**src/rtl/fifo_wr_arbiter_pkg.sv**
```systemverilog
// Shared types and constants for the FIFO write-port arbiter and its picker.
// Latency: none (declarations only).
// Backpressure: none (declarations only).
//
// Contents:
//   arb_state_e : arbiter FSM states (ARB_IDLE, ARB_BURST)
//   STATS_W     : width of each per-requester transfer counter
//   STATS_MAX   : saturation value of those counters
//   sat_inc()   : saturating increment used by the optional statistics
package fifo_wr_arbiter_pkg;

  typedef enum logic {
    ARB_IDLE  = 1'b0,
    ARB_BURST = 1'b1
  } arb_state_e;

  localparam int STATS_W = 16;
  localparam logic [STATS_W-1:0] STATS_MAX = '1;

  // Counts stick at all-ones rather than wrapping back to zero.
  function automatic logic [STATS_W-1:0] sat_inc(input logic [STATS_W-1:0] v);
    if (v == STATS_MAX) begin
      return v;
    end
    return v + STATS_W'(1);
  endfunction

endpackage

```
**src/rtl/fifo_wr_arbiter_rr_pick.sv**
```systemverilog
// Round-robin picker: first requester set in the mask after the last grant, cyclically.
// Latency: purely combinational, 0 cycles.
// Backpressure: none; the caller decides when the pick is used.
//
// Ports:
//   mask_i  in  NUM_REQ : request bits to choose from
//   last_i  in  IDX_W   : index granted most recently
//   found_o out 1       : at least one mask bit is set
//   idx_o   out IDX_W   : chosen index (0 when nothing is found)
module fifo_rr_pick
  import fifo_wr_arbiter_pkg::*;
#(
  parameter int NUM_REQ = 4,
  parameter int IDX_W   = $clog2(NUM_REQ)
) (
  input  logic [NUM_REQ-1:0] mask_i,
  input  logic [IDX_W-1:0]   last_i,
  output logic               found_o,
  output logic [IDX_W-1:0]   idx_o
);

  logic [IDX_W-1:0] cand;

  // Scan from the farthest candidate towards the nearest one so that the
  // last hit written is the closest index after last_i. Offset NUM_REQ wraps
  // back onto last_i itself, so a lone requester can be re-granted.
  always_comb begin
    found_o = 1'b0;
    idx_o   = '0;
    cand    = '0;
    for (int k = NUM_REQ; k >= 1; k--) begin
      cand = IDX_W'((int'(last_i) + k) % NUM_REQ);
      if (mask_i[cand]) begin
        found_o = 1'b1;
        idx_o   = cand;
      end
    end
  end

endmodule

```
**src/rtl/fifo_wr_arbiter.sv**
```systemverilog
// Round-robin arbiter sharing one synchronous-FIFO write port among NUM_REQ valid/ready producers.
// Latency: 1 arbitration cycle per burst; accepted word reaches wr_en/data_in 1 cycle after the handshake.
// Backpressure: req_ready drops while the FIFO is full or about to be filled by the in-flight write; the burst is held, not forfeited.
//
// Ports:
//   clk, rst              : clock, asynchronous active-high reset
//   req_valid/req_ready   : per-requester handshake (req_ready is one-hot or zero)
//   req_data              : requester i word at [i*FIFO_WIDTH +: FIFO_WIDTH]
//   full/almostfull       : FIFO flags used for back-pressure
//   overflow              : FIFO overflow pulse, captured into sticky err
//   wr_en/data_in         : registered FIFO write port
//   owner/busy            : current grant index, burst in progress
//   grant_cnt             : per-requester saturating transfer counts (only with FIFO_ARB_STATS_EN)
//
// Build option: define FIFO_ARB_STATS_EN to add the grant_cnt statistics port.
module fifo_wr_arbiter
  import fifo_wr_arbiter_pkg::*;
#(
  parameter int NUM_REQ    = 4,
  parameter int FIFO_WIDTH = 16,
  parameter int BURST_MAX  = 4
) (
  input  logic                          clk,
  input  logic                          rst,
  input  logic [NUM_REQ-1:0]            req_valid,
  input  logic [NUM_REQ*FIFO_WIDTH-1:0] req_data,
  output logic [NUM_REQ-1:0]            req_ready,
  input  logic                          full,
  input  logic                          almostfull,
  input  logic                          overflow,
  output logic                          wr_en,
  output logic [FIFO_WIDTH-1:0]         data_in,
  output logic [$clog2(NUM_REQ)-1:0]    owner,
  output logic                          busy,
  output logic                          err
`ifdef FIFO_ARB_STATS_EN
  ,
  output logic [NUM_REQ*STATS_W-1:0]    grant_cnt
`endif
);

  localparam int IDX_W = $clog2(NUM_REQ);
  localparam int CNT_W = $clog2(BURST_MAX + 1);
  localparam logic [CNT_W-1:0] CNT_LAST = CNT_W'(BURST_MAX);
  localparam logic [IDX_W-1:0] LAST_RST = IDX_W'(NUM_REQ - 1);

  arb_state_e            state_q, state_d;
  logic [IDX_W-1:0]      owner_q, owner_d;
  logic [IDX_W-1:0]      last_q, last_d;
  logic [CNT_W-1:0]      cnt_q, cnt_d;
  logic                  wr_en_q, wr_en_d;
  logic [FIFO_WIDTH-1:0] data_q, data_d;
  logic                  err_q, err_d;

  logic                  space_ok;
  logic                  xfer;
  logic                  pick_found;
  logic [IDX_W-1:0]      pick_idx;
  logic [FIFO_WIDTH-1:0] owner_dat;

  // A write still sitting in the output register will land on the last free
  // slot when almostfull is up, so that case counts as no space.
  assign space_ok  = !full && !(wr_en_q && almostfull);
  assign owner_dat = req_data[int'(owner_q)*FIFO_WIDTH +: FIFO_WIDTH];

  fifo_rr_pick #(
    .NUM_REQ (NUM_REQ),
    .IDX_W   (IDX_W)
  ) u_pick (
    .mask_i  (req_valid),
    .last_i  (last_q),
    .found_o (pick_found),
    .idx_o   (pick_idx)
  );

  // Ready depends only on registered state and the FIFO flags, never on
  // req_valid, so producers may derive valid from ready without a loop.
  always_comb begin
    req_ready = '0;
    if (state_q == ARB_BURST && space_ok) begin
      req_ready[owner_q] = 1'b1;
    end
  end

  always_comb begin
    state_d = state_q;
    owner_d = owner_q;
    last_d  = last_q;
    cnt_d   = cnt_q;
    wr_en_d = 1'b0;
    data_d  = data_q;
    err_d   = err_q | overflow;
    xfer    = 1'b0;

    case (state_q)
      ARB_IDLE: begin
        if (pick_found) begin
          state_d = ARB_BURST;
          owner_d = pick_idx;
          cnt_d   = '0;
        end
      end
      ARB_BURST: begin
        if (!req_valid[owner_q]) begin
          // Owner ran dry: release the grant.
          state_d = ARB_IDLE;
          last_d  = owner_q;
        end else if (space_ok) begin
          xfer    = 1'b1;
          wr_en_d = 1'b1;
          data_d  = owner_dat;
          cnt_d   = cnt_q + CNT_W'(1);
          if (cnt_q + CNT_W'(1) == CNT_LAST) begin
            state_d = ARB_IDLE;
            last_d  = owner_q;
          end
        end
        // Otherwise stalled on FIFO space: hold owner and count.
      end
      default: begin
        state_d = ARB_IDLE;
      end
    endcase
  end

  always_ff @(posedge clk or posedge rst) begin
    if (rst) begin
      state_q <= ARB_IDLE;
      owner_q <= '0;
      last_q  <= LAST_RST;
      cnt_q   <= '0;
      wr_en_q <= 1'b0;
      data_q  <= '0;
      err_q   <= 1'b0;
    end else begin
      state_q <= state_d;
      owner_q <= owner_d;
      last_q  <= last_d;
      cnt_q   <= cnt_d;
      wr_en_q <= wr_en_d;
      data_q  <= data_d;
      err_q   <= err_d;
    end
  end

  assign wr_en   = wr_en_q;
  assign data_in = data_q;
  assign owner   = owner_q;
  assign busy    = (state_q == ARB_BURST);
  assign err     = err_q;

`ifdef FIFO_ARB_STATS_EN
  logic [STATS_W-1:0] gcnt_q [NUM_REQ];

  always_ff @(posedge clk or posedge rst) begin
    if (rst) begin
      for (int i = 0; i < NUM_REQ; i++) begin
        gcnt_q[i] <= '0;
      end
    end else begin
      for (int i = 0; i < NUM_REQ; i++) begin
        if (xfer && owner_q == IDX_W'(i)) begin
          gcnt_q[i] <= sat_inc(gcnt_q[i]);
        end
      end
    end
  end

  for (genvar g = 0; g < NUM_REQ; g++) begin : g_stats
    assign grant_cnt[g*STATS_W +: STATS_W] = gcnt_q[g];
  end
`endif

endmodule

```
**config.mk**
```make
export PLATFORM = sky130hd
export DESIGN_NAME = fifo_wr_arbiter
export DESIGN_NICKNAME = d
export VERILOG_FILES = /design/src/rtl/fifo_wr_arbiter_pkg.sv /design/src/rtl/fifo_wr_arbiter_rr_pick.sv /design/src/rtl/fifo_wr_arbiter.sv
export SDC_FILE = /design/constraint.sdc
export NUM_CORES = 1
export LEC_CHECK = 0
export CAP_MARGIN = 20
export CORE_MARGIN = 5
export CORE_UTILIZATION = 39
export CTS_BUF_LIST = sky130_fd_sc_hd__clkbuf_8 sky130_fd_sc_hd__clkbuf_16
export CTS_CLUSTER_SIZE = 40
export DETAILED_ROUTE_END_ITERATION = 7
export HOLD_SLACK_MARGIN = 0.15
export PLACE_DENSITY = 0.94
export SLEW_MARGIN = 15
export SYNTH_ARGS = -nofsm -noshare
export SYNTH_HDL_FRONTEND = slang
export SYNTH_SLANG_ARGS = --single-unit
```
**constraint.sdc**
```tcl
create_clock -name clk -period 3 [get_ports clk]
set_input_delay 0.9 -clock clk [delete_from_list [all_inputs] [get_ports clk]]
set_output_delay 0.9 -clock clk [all_outputs]
set_load 0.03 [all_outputs]
```
Figure 1. Congestion heat map.
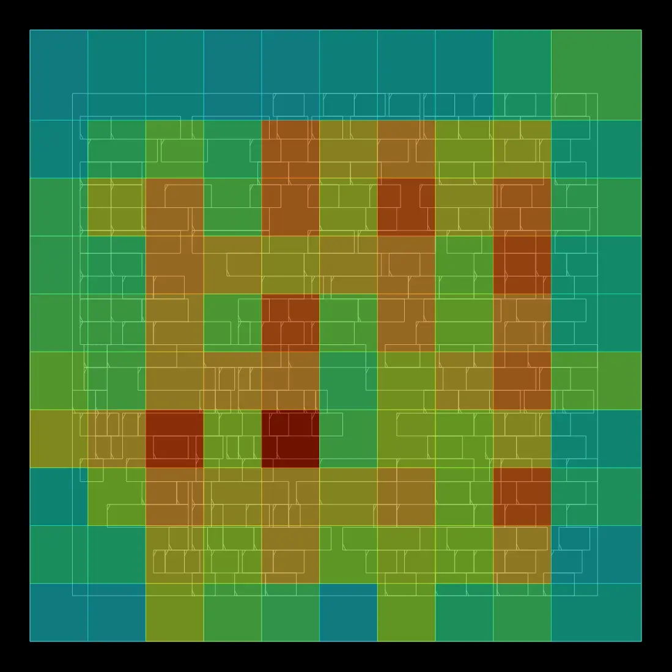
gr usage total: 17.6%
Final Util: 70.2%
wire per inst: 18.5 µm
GR met2 Demand/Resource: 30.7%
M3 GR Usage: 5.79%

Figure 2. Clock wires, drivers and flops.
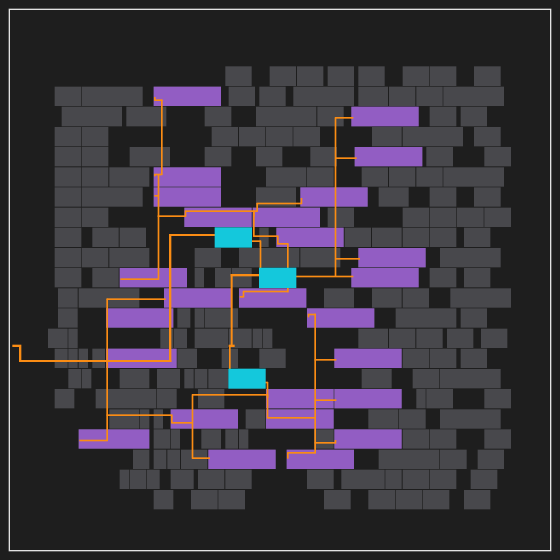
[clock drivers] cyan | count: 3
[flip-flops] purple | count: 26
[clock wires] orange | length: 297 µm
routed clock nets: 4

Figure 3. The metal 1 layer.
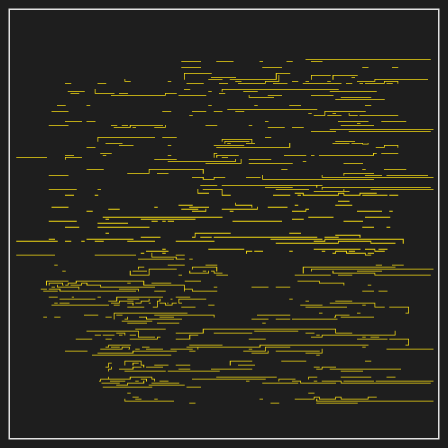
share of all routed wire: 38%
longest straight run: 22.5 µm
wire length on this layer: 1830 µm

==> reports/qor.txt <==
share of power burned in registers - 28.5%
Clock Latency Late Sink - 260 ps
final RePlAce weighted congestion - 0.784
fp util - 41.1%
port bufs - 97
largest net degree at the start of global routing - 23
Std-Cell Rows - 22
Final Hold Violating Endpoints - 0
setup bufs post-CTS - 0
Tightest Pin Transition - 511 ps
main flop type - dfrtp_1
instance count on the critical path - 5
met1 Use GR - 20.7%
Plain + repair buffers - 102
Worst Setup End Kind - output port
global-route wire length before repair - 7290 µm
met1 WL - 1830 µm
Synth top cell by count - dfrtp_1
yosys xor share - 0.569%
Combinational Area - 846 µm²
Top Layer Used - met4
Complex Gates by Area - 4.55%
Critical Path Fanout Max - 4
Vert. Die Dim - 72.8 µm
biggest area cells - dfrtp_1, mux4_2, mux2_2
number of synthesized flops with an enable pin - 0
P_seq - 651 µW
YS warnings - 0
largest class - buffers
final setup margin - 97.5 ps
Avg Synthesized Cell Area - 14.1 µm²
Fmax - 0.345 GHz
Yosys chip area - 1540 µm²
CLK BUF - 3
initial antenna violation count - 0
Worst Path Arrival - 2000 ps
io pins - 98
vias - 1375
Main power group - combinational cells
CTS tree - built
Internal Pwr Total - 1370 µW
final net count - 286
leakage - 0.00108 µW
Net Count, Synth - 184
Worst VDD drop - 0.404 mV
Pins Over Slew Limit - 0
Max Cap Viol - 0
Critical Path Max Stage Delay - 460 ps
die width - 72.8 µm
Critical Path Start Type - input pin
ys flops - 26
DRT Pass-1 Iters - 4
Seq share, synth - 42.4%
cts repair resizes - 1
Post-Route WL - 4780 µm
final setup skew - 4.53 ps
root buffer cell - clkbuf_8
worst path bufs/invs - 2
crit path time final - 2900 ps
registers - 26
filler cell count - 275
Area Overhead vs Synth - 70.6%
GRT Max-Usage Layer - met2
metal3 WL - 637 µm
switching power - 917 µW
buffer share of cell area - 38.0%
logic share of the area - 32.2%
CTS sink count - 26
worst reg2reg startpoint - owner[1]$_DFFE_PP0P_
CTS Buffer Depth - 2
mux frac, synth - 40.4%
Cell Type Count - 29
max_slew headroom - 65.9%
Post-Place Setup Slack - -51.2 ps
dpl hpwl - 3900 µm
number of CTS-inserted buffers - 3
sequential cell area share - 24.9%
slowest cell on the critical path - clkdlybuf4s50_1
layout cells sized above 1 - 25.2%
outcome - complete, no violations
yosys cell count - 109
R2R Setup Slk - 1050 ps
==> sequential cells by signal, summed over array words and instances (netlist names) <==
register	cells
busy	1
cnt_q	3
data_in	16
err	1
last_q	2
owner	2
wr_en	1
==> metrics by stage <==
stage,total power (µW),std cells
finish,2290,258
global route,2420,258
CTS,2300,257
detailed placement,2100,253
global placement,2060,253
floorplan,1560,109
==> cell usage in the layout, fill, tap and decap left out, drive strengths merged <==
cell type and n:
and3 1, or2 1, mux2 18, a21oi 1, dfstp 2, nor2 4, inv 7, o221ai 1
ha 2, o41ai 1, buf 9, dfrtp 24, clkdlybuf4s50 93, mux4 17, a22oi 1, nand2b 3
o21ai 5, xor2 1, clkbuf 3, o31ai 1, nor3 2, nand3 5, nand2 6, mux2i 1
o211ai 1
Power and IR drop assume default switching activity.
